<file path="config.mk">
export PLATFORM = sky130hd
export DESIGN_NAME = timer_share_arb
export DESIGN_NICKNAME = d
export VERILOG_FILES = /design/src/rtl/timer_share_arb_pkg.sv /design/src/rtl/timer_share_arb_rr_pick.sv /design/src/rtl/timer_share_arb.sv
export SDC_FILE = /design/constraint.sdc
export NUM_CORES = 1
export LEC_CHECK = 0
export CAP_MARGIN = 20
export CORE_AREA = 2 2 90 75
export CTS_CLUSTER_DIAMETER = 120
export CTS_CLUSTER_SIZE = 20
export DETAILED_ROUTE_END_ITERATION = 12
export DIE_AREA = 0 0 92 77
export PLACE_DENSITY = 0.73
export SYNTH_ARGS = -nofsm -noshare
export SYNTH_HDL_FRONTEND = slang
export SYNTH_HIERARCHICAL = 1
export SYNTH_SLANG_ARGS = --single-unit
export TNS_END_PERCENT = 10
</file>
<file path="constraint.sdc">
create_clock -name clk -period 2 [get_ports clk]
set_input_delay 0.2 -clock clk [delete_from_list [all_inputs] [get_ports clk]]
set_output_delay 0.2 -clock clk [all_outputs]
set_load 0.1 [all_outputs]
</file>
<file path="src/rtl/timer_share_arb_pkg.sv">
`default_nettype none
// ============================================================================
//  Module      : timer_share_arb_pkg
//  Description : Shared types and defaults for the shared-delay-timer arbiter.
//  Revision    : 1.0 - initial release
// ============================================================================
package timer_share_arb_pkg;

   // Default geometry
   localparam int NUM_REQ_DEFAULT = 4;
   localparam int CNT_W_DEFAULT   = 20;

   // Arbiter state encodings
   localparam logic [1:0] ST_IDLE = 2'd0;
   localparam logic [1:0] ST_RUN  = 2'd1;
   localparam logic [1:0] ST_DONE = 2'd2;

   typedef enum logic [1:0] {
      IDLE = ST_IDLE,
      RUN  = ST_RUN,
      DONE = ST_DONE
   } state_e;

endpackage
`default_nettype wire

</file>
<file path="src/rtl/timer_share_arb_rr_pick.sv">
`default_nettype none
// ============================================================================
//  Module      : timer_share_arb_rr_pick
//  Description : Combinational round-robin search: first set request bit at
//                or above rr_ptr, wrapping modulo NUM_REQ.
//  Revision    : 1.0 - initial release
// ============================================================================
module timer_share_arb_rr_pick
   import timer_share_arb_pkg::*;
#(
   parameter int NUM_REQ = NUM_REQ_DEFAULT,
   parameter int IDX_W   = 2
) (
   input  logic [NUM_REQ-1:0] req,
   input  logic [IDX_W-1:0]   rr_ptr,
   output logic [IDX_W-1:0]   winner,
   output logic               any_req
);

   int idx;

   // Scan from the farthest offset back to rr_ptr so the nearest set bit wins
   always_comb begin
      winner  = '0;
      any_req = 1'b0;
      idx     = 0;
      for (int k = NUM_REQ - 1; k >= 0; k--) begin
         idx = int'(rr_ptr) + k;
         if (idx >= NUM_REQ) begin
            idx = idx - NUM_REQ;
         end
         if (req[idx]) begin
            winner  = IDX_W'(idx);
            any_req = 1'b1;
         end
      end
   end

endmodule
`default_nettype wire

</file>
<file path="src/rtl/timer_share_arb.sv">
`default_nettype none
// ============================================================================
//  Module      : timer_share_arb
//  Description : Round-robin owner of one shared up-counter. Latches the
//                winner's delay, clears and runs the counter, and returns a
//                one-cycle done pulse when the counter reaches the delay.
//  Revision    : 1.0 - initial release
// ============================================================================
module timer_share_arb
   import timer_share_arb_pkg::*;
#(
   parameter int NUM_REQ = NUM_REQ_DEFAULT,
   parameter int CNT_W   = CNT_W_DEFAULT
) (
   input  logic                     clk,
   input  logic                     rst_n,
   input  logic [NUM_REQ-1:0]       req,
   input  logic [NUM_REQ*CNT_W-1:0] delay,
   output logic [NUM_REQ-1:0]       grant,
   output logic [NUM_REQ-1:0]       done,
   output logic                     busy,
   output logic                     cnt_sclr,
   input  logic [CNT_W-1:0]         cnt_q
);

   localparam int IDX_W = (NUM_REQ > 1) ? $clog2(NUM_REQ) : 1;

   state_e             state_q,    state_d;
   logic [NUM_REQ-1:0] grant_q,    grant_d;
   logic [NUM_REQ-1:0] done_q,     done_d;
   logic               busy_q,     busy_d;
   logic               cnt_sclr_q, cnt_sclr_d;
   logic [IDX_W-1:0]   rr_ptr_q,   rr_ptr_d;
   logic [IDX_W-1:0]   owner_q,    owner_d;
   logic [CNT_W-1:0]   dly_q,      dly_d;

   logic [IDX_W-1:0]   w_winner;
   logic               w_any_req;

   timer_share_arb_rr_pick #(
      .NUM_REQ (NUM_REQ),
      .IDX_W   (IDX_W)
   ) u_rr_pick (
      .req     (req),
      .rr_ptr  (rr_ptr_q),
      .winner  (w_winner),
      .any_req (w_any_req)
   );

   // Requester index following the owner, wrapping for non-power-of-two counts
   function automatic logic [IDX_W-1:0] next_idx(input logic [IDX_W-1:0] i);
      if (int'(i) >= NUM_REQ - 1) begin
         return '0;
      end
      return i + IDX_W'(1);
   endfunction

   // Next-state and next-output decode; all outputs leave the block registered
   always_comb begin
      state_d    = state_q;
      grant_d    = grant_q;
      done_d     = '0;
      busy_d     = busy_q;
      cnt_sclr_d = cnt_sclr_q;
      rr_ptr_d   = rr_ptr_q;
      owner_d    = owner_q;
      dly_d      = dly_q;
      case (state_q)
         IDLE: begin
            grant_d    = '0;
            busy_d     = 1'b0;
            cnt_sclr_d = 1'b1;
            if (w_any_req) begin
               state_d           = RUN;
               grant_d[w_winner] = 1'b1;
               owner_d           = w_winner;
               dly_d             = delay[int'(w_winner)*CNT_W +: CNT_W];
               busy_d            = 1'b1;
               cnt_sclr_d        = 1'b0;
            end
         end
         RUN: begin
            // An abort wins over a simultaneous expiry
            if (!req[owner_q]) begin
               state_d    = IDLE;
               grant_d    = '0;
               busy_d     = 1'b0;
               cnt_sclr_d = 1'b1;
               rr_ptr_d   = next_idx(owner_q);
            end else if (cnt_q == dly_q) begin
               state_d    = DONE;
               done_d     = grant_q;
               cnt_sclr_d = 1'b1;
            end
         end
         DONE: begin
            state_d    = IDLE;
            grant_d    = '0;
            busy_d     = 1'b0;
            cnt_sclr_d = 1'b1;
            rr_ptr_d   = next_idx(owner_q);
         end
         default: begin
            state_d    = IDLE;
            grant_d    = '0;
            busy_d     = 1'b0;
            cnt_sclr_d = 1'b1;
         end
      endcase
   end

   // State and output registers; reset holds the counter cleared
   always_ff @(posedge clk or negedge rst_n) begin
      if (!rst_n) begin
         state_q    <= IDLE;
         grant_q    <= '0;
         done_q     <= '0;
         busy_q     <= 1'b0;
         cnt_sclr_q <= 1'b1;
         rr_ptr_q   <= '0;
         owner_q    <= '0;
         dly_q      <= '0;
      end else begin
         state_q    <= state_d;
         grant_q    <= grant_d;
         done_q     <= done_d;
         busy_q     <= busy_d;
         cnt_sclr_q <= cnt_sclr_d;
         rr_ptr_q   <= rr_ptr_d;
         owner_q    <= owner_d;
         dly_q      <= dly_d;
      end
   end

   assign grant    = grant_q;
   assign done     = done_q;
   assign busy     = busy_q;
   assign cnt_sclr = cnt_sclr_q;

endmodule
`default_nettype wire
</file>
**Routing congestion map**

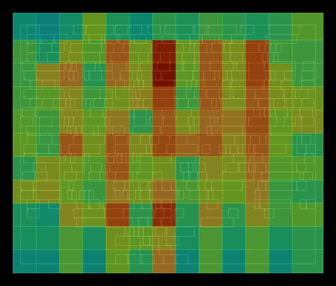
global-route layer with the greatest usage: met2
final design utilization: 58.77%

**Wire density map**

The bar under the picture is 20 um long. The die is cut into 18 by 15 equal tiles; dark blue is low, red is high, scaled to the fullest tile. Values are wire area over tile area, all layers added.
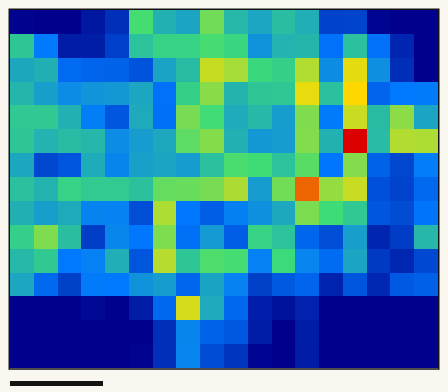
The mean over all tiles is 0.13. The fullest tile reaches 0.46. 16% of the tiles are nearly empty. 16% of the tiles are over half the peak. The emptiest ninth of the die: lower right.
total number of vias: 1938
Wirelength per Cell: 14.13 um
final routed wirelength across all metal layers: 5.863 mm
gr usage total: 17.07%

==> run summary <==
Flow results follow.

The placement summary gives the final routability congestion estimate as 0.7639. The final antenna diode tally reported by the flow is 0. The worst slew margin relative to its limit is 47.64%. The final timing report counts setup violations totalling 0.

The destination of the critical timing path is dly_q[19]. In the detailed route, the total length drawn on met3 is 440 um. The worst hold slack is -22.59 ps. For reference, the top cells by area after synthesis are sky130_fd_sc_hd__dfrtp_1 (40%), sky130_fd_sc_hd__mux4_2 (22%), sky130_fd_sc_hd__nand2_1 (13%), sky130_fd_sc_hd__xor2_1 (4.8%), sky130_fd_sc_hd__xnor2_1 (3.2%). The checks that failed: hold timing. The count of flip-flops with a built-in enable after synthesis is 0.

Synthesis produced a netlist whose cell count is 203. The run finished, with violations left. By count the netlist is led by sky130_fd_sc_hd__nand2_1 (73), sky130_fd_sc_hd__dfrtp_1 (35), sky130_fd_sc_hd__mux4_2 (21). According to the floorplan report, the total die area is 7084 sq um. The share of async-settable or async-resettable flops after synthesis is 100.0%. The fraction of layout cells with a size suffix above 1 is 20.24%. The family with the most delay on the worst path is multiplexers. In this run the horizontal extent of the chip is 92 um. The met3 routing resource usage after global routing is 4.813%. The dominant combinational cell family by area after synthesis is multiplexers. The core utilization before placement is 35.24%. The total of warnings raised by yosys is 6. The violation count after the first detailed-route iteration is 55. The area share of and-or/or-and cells after synthesis is 4.193%. Buffers placed on the I/O ports in this run total 115. The top cell type by area accounts for between 40% and 50% of the synthesized area. Per the synth log, the flip-flop and latch total comes to 36. The per-instance average area after synthesis is 10.73 sq um. Entering global routing, the biggest net connects 37 pins. In the synthesis report, Yosys lists the chip area as about 2200 sq um. Nets still carrying antenna violations after routing amount to 0. The H-tree was split into 2 levels. The worst clock skew is 9.382 ps. Along the critical path, the tally of buffer and inverter instances is 2. Data on the critical path is required at its endpoint by between 2000 and 2500 ps. In this run the register-to-register setup slack is 120 ps. Setup repair after global routing left no endpoint under its margin.

The floorplan die height is 77 um. Of all cell types, the one taking the most synthesized area is sky130_fd_sc_hd__dfrtp_1. Detailed placement reports a standard cell area of 3488 sq um.

The share of synthesized cell area in full adder, half adder and majority cells is 0.5744%. The root buffer cell chosen for the clock tree is sky130_fd_sc_hd__clkbuf_8. The netlist uses 39 different library cells. Summed over all failing endpoints, the final setup total negative slack is 0 ps. STA reports the tightest min-delay check as being of type input pin to async pin. For reference, the final report shows the hold violation count at 22. The type of the worst setup path is register to register. Counting I/O delays and the setup requirement, the final critical path takes 1885 ps.

Summing every instance area after synthesis gives 2178 sq um. Summed over all layers, the global routing overflow is 0. The mux contribution to synthesized area is 22.69%. The simple logic cell fraction of the synthesized area is 19.99%.

The clock tree has to reach 36 sinks. The initial antenna violation count is 0. The worst reg2reg path startpoint is rr_ptr_q[1]. The final max-slew violation count recorded for this run is 0. Per STA, the worst path is made up of mux2i_1 > a211oi_4 > buf_4 > clkbuf_16 > mux4_2 > nand2_1 > nand2_1. The DRC violations left is 0. Measured in cells, the most critical reg-to-reg path has a length of 7. The top routing layer in use is met4.

The type of element launching the critical path is a register. Buffers added to address setup during post-CTS repair amount to 0. The clock passes through at most 2 buffers.

The detailed-routing wirelength on met1 is 2.410 mm. The part of the cycle the worst path needs is 94.24%. STA lists the endpoint of the worst register-to-register path as dly_q[19]. The length of routed met2 wiring is 2.877 mm. According to the dpl log, the detail-placed design has an HPWL of 4.633 mm. TritonCTS built the clock tree. The run reported a max-capacitance violation count of 0.

The most numerous cell on the critical path is sky130_fd_sc_hd__nand2_1.
**Drive-strength map**

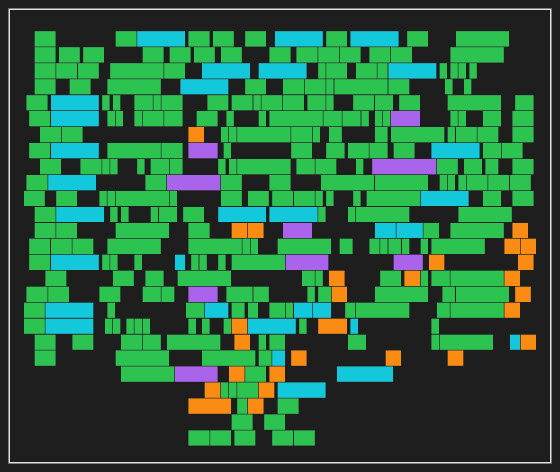
Key: cyan = _2 cells [cells 31, share 9.4%, most used mux4_2]; green = _0 and _1 cells [cells 264, share 80%, most used clkdlybuf4s50_1]; orange = _3 and _4 cells [cells 27, share 8.2%, most used buf_4]; purple = _6 and larger [cells 9, share 2.7%, most used clkbuf_8]
smallest setup slack after layout: 115.2 ps
Non-Filler Cell Area, Final: 3632 sq um
number of non-clock buffers: 132
synthesis-to-finish area growth: 66.74%

**Placed cells, one colour a class**

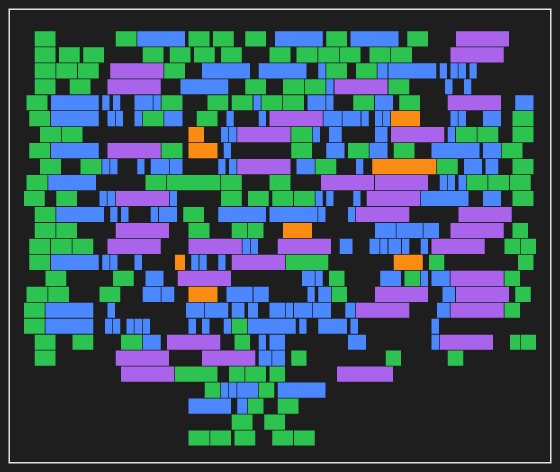
Key: orange = clock drivers and dummy loads [cells 8, share of their area 3.2%]; purple = sequential cells [cells 36, share of their area 26%]; blue = combinational and other logic [cells 155, share of their area 35%]; green = remaining buffers and delay cells [cells 132, share of their area 37%]
placeable core region: 6181 sq um
flip-flop and latch share of the layout cell area: 24.84%
standard-cell row count: 26

[sequential cells by signal, summed over array words and instances (netlist names)]
signal	count
state_q	2
grant	4
dly_q	20
rr_ptr_q	2
busy	1
cnt_sclr	1
owner_q	2
done	4
[cell type report]
class                   instances  area (sq um)
fillers                       527          2549
repair buffers                132          1291
multi-input cells             154          1219
flip-flops and latches         36         902.1
well taps                      84         105.1
clock buffers                   5         68.82
clock inverters                 3         42.54
inverters                       1         3.754
[through the flow]
stage                     total power, uW  instances
after floorplan                      2960        203
after global routing                 4663        415
after global placement               3654        405
final                                4357        415
after CTS                            4344        413
after detailed placement             3701        405
[report_power, final]
group | switching [uW] | internal [uW]
Clock | 271 | 369
Combinational | 1290 | 1140
Sequential | 234 | 1050
No activity file was given, so power comes from the tool's default toggle rates.
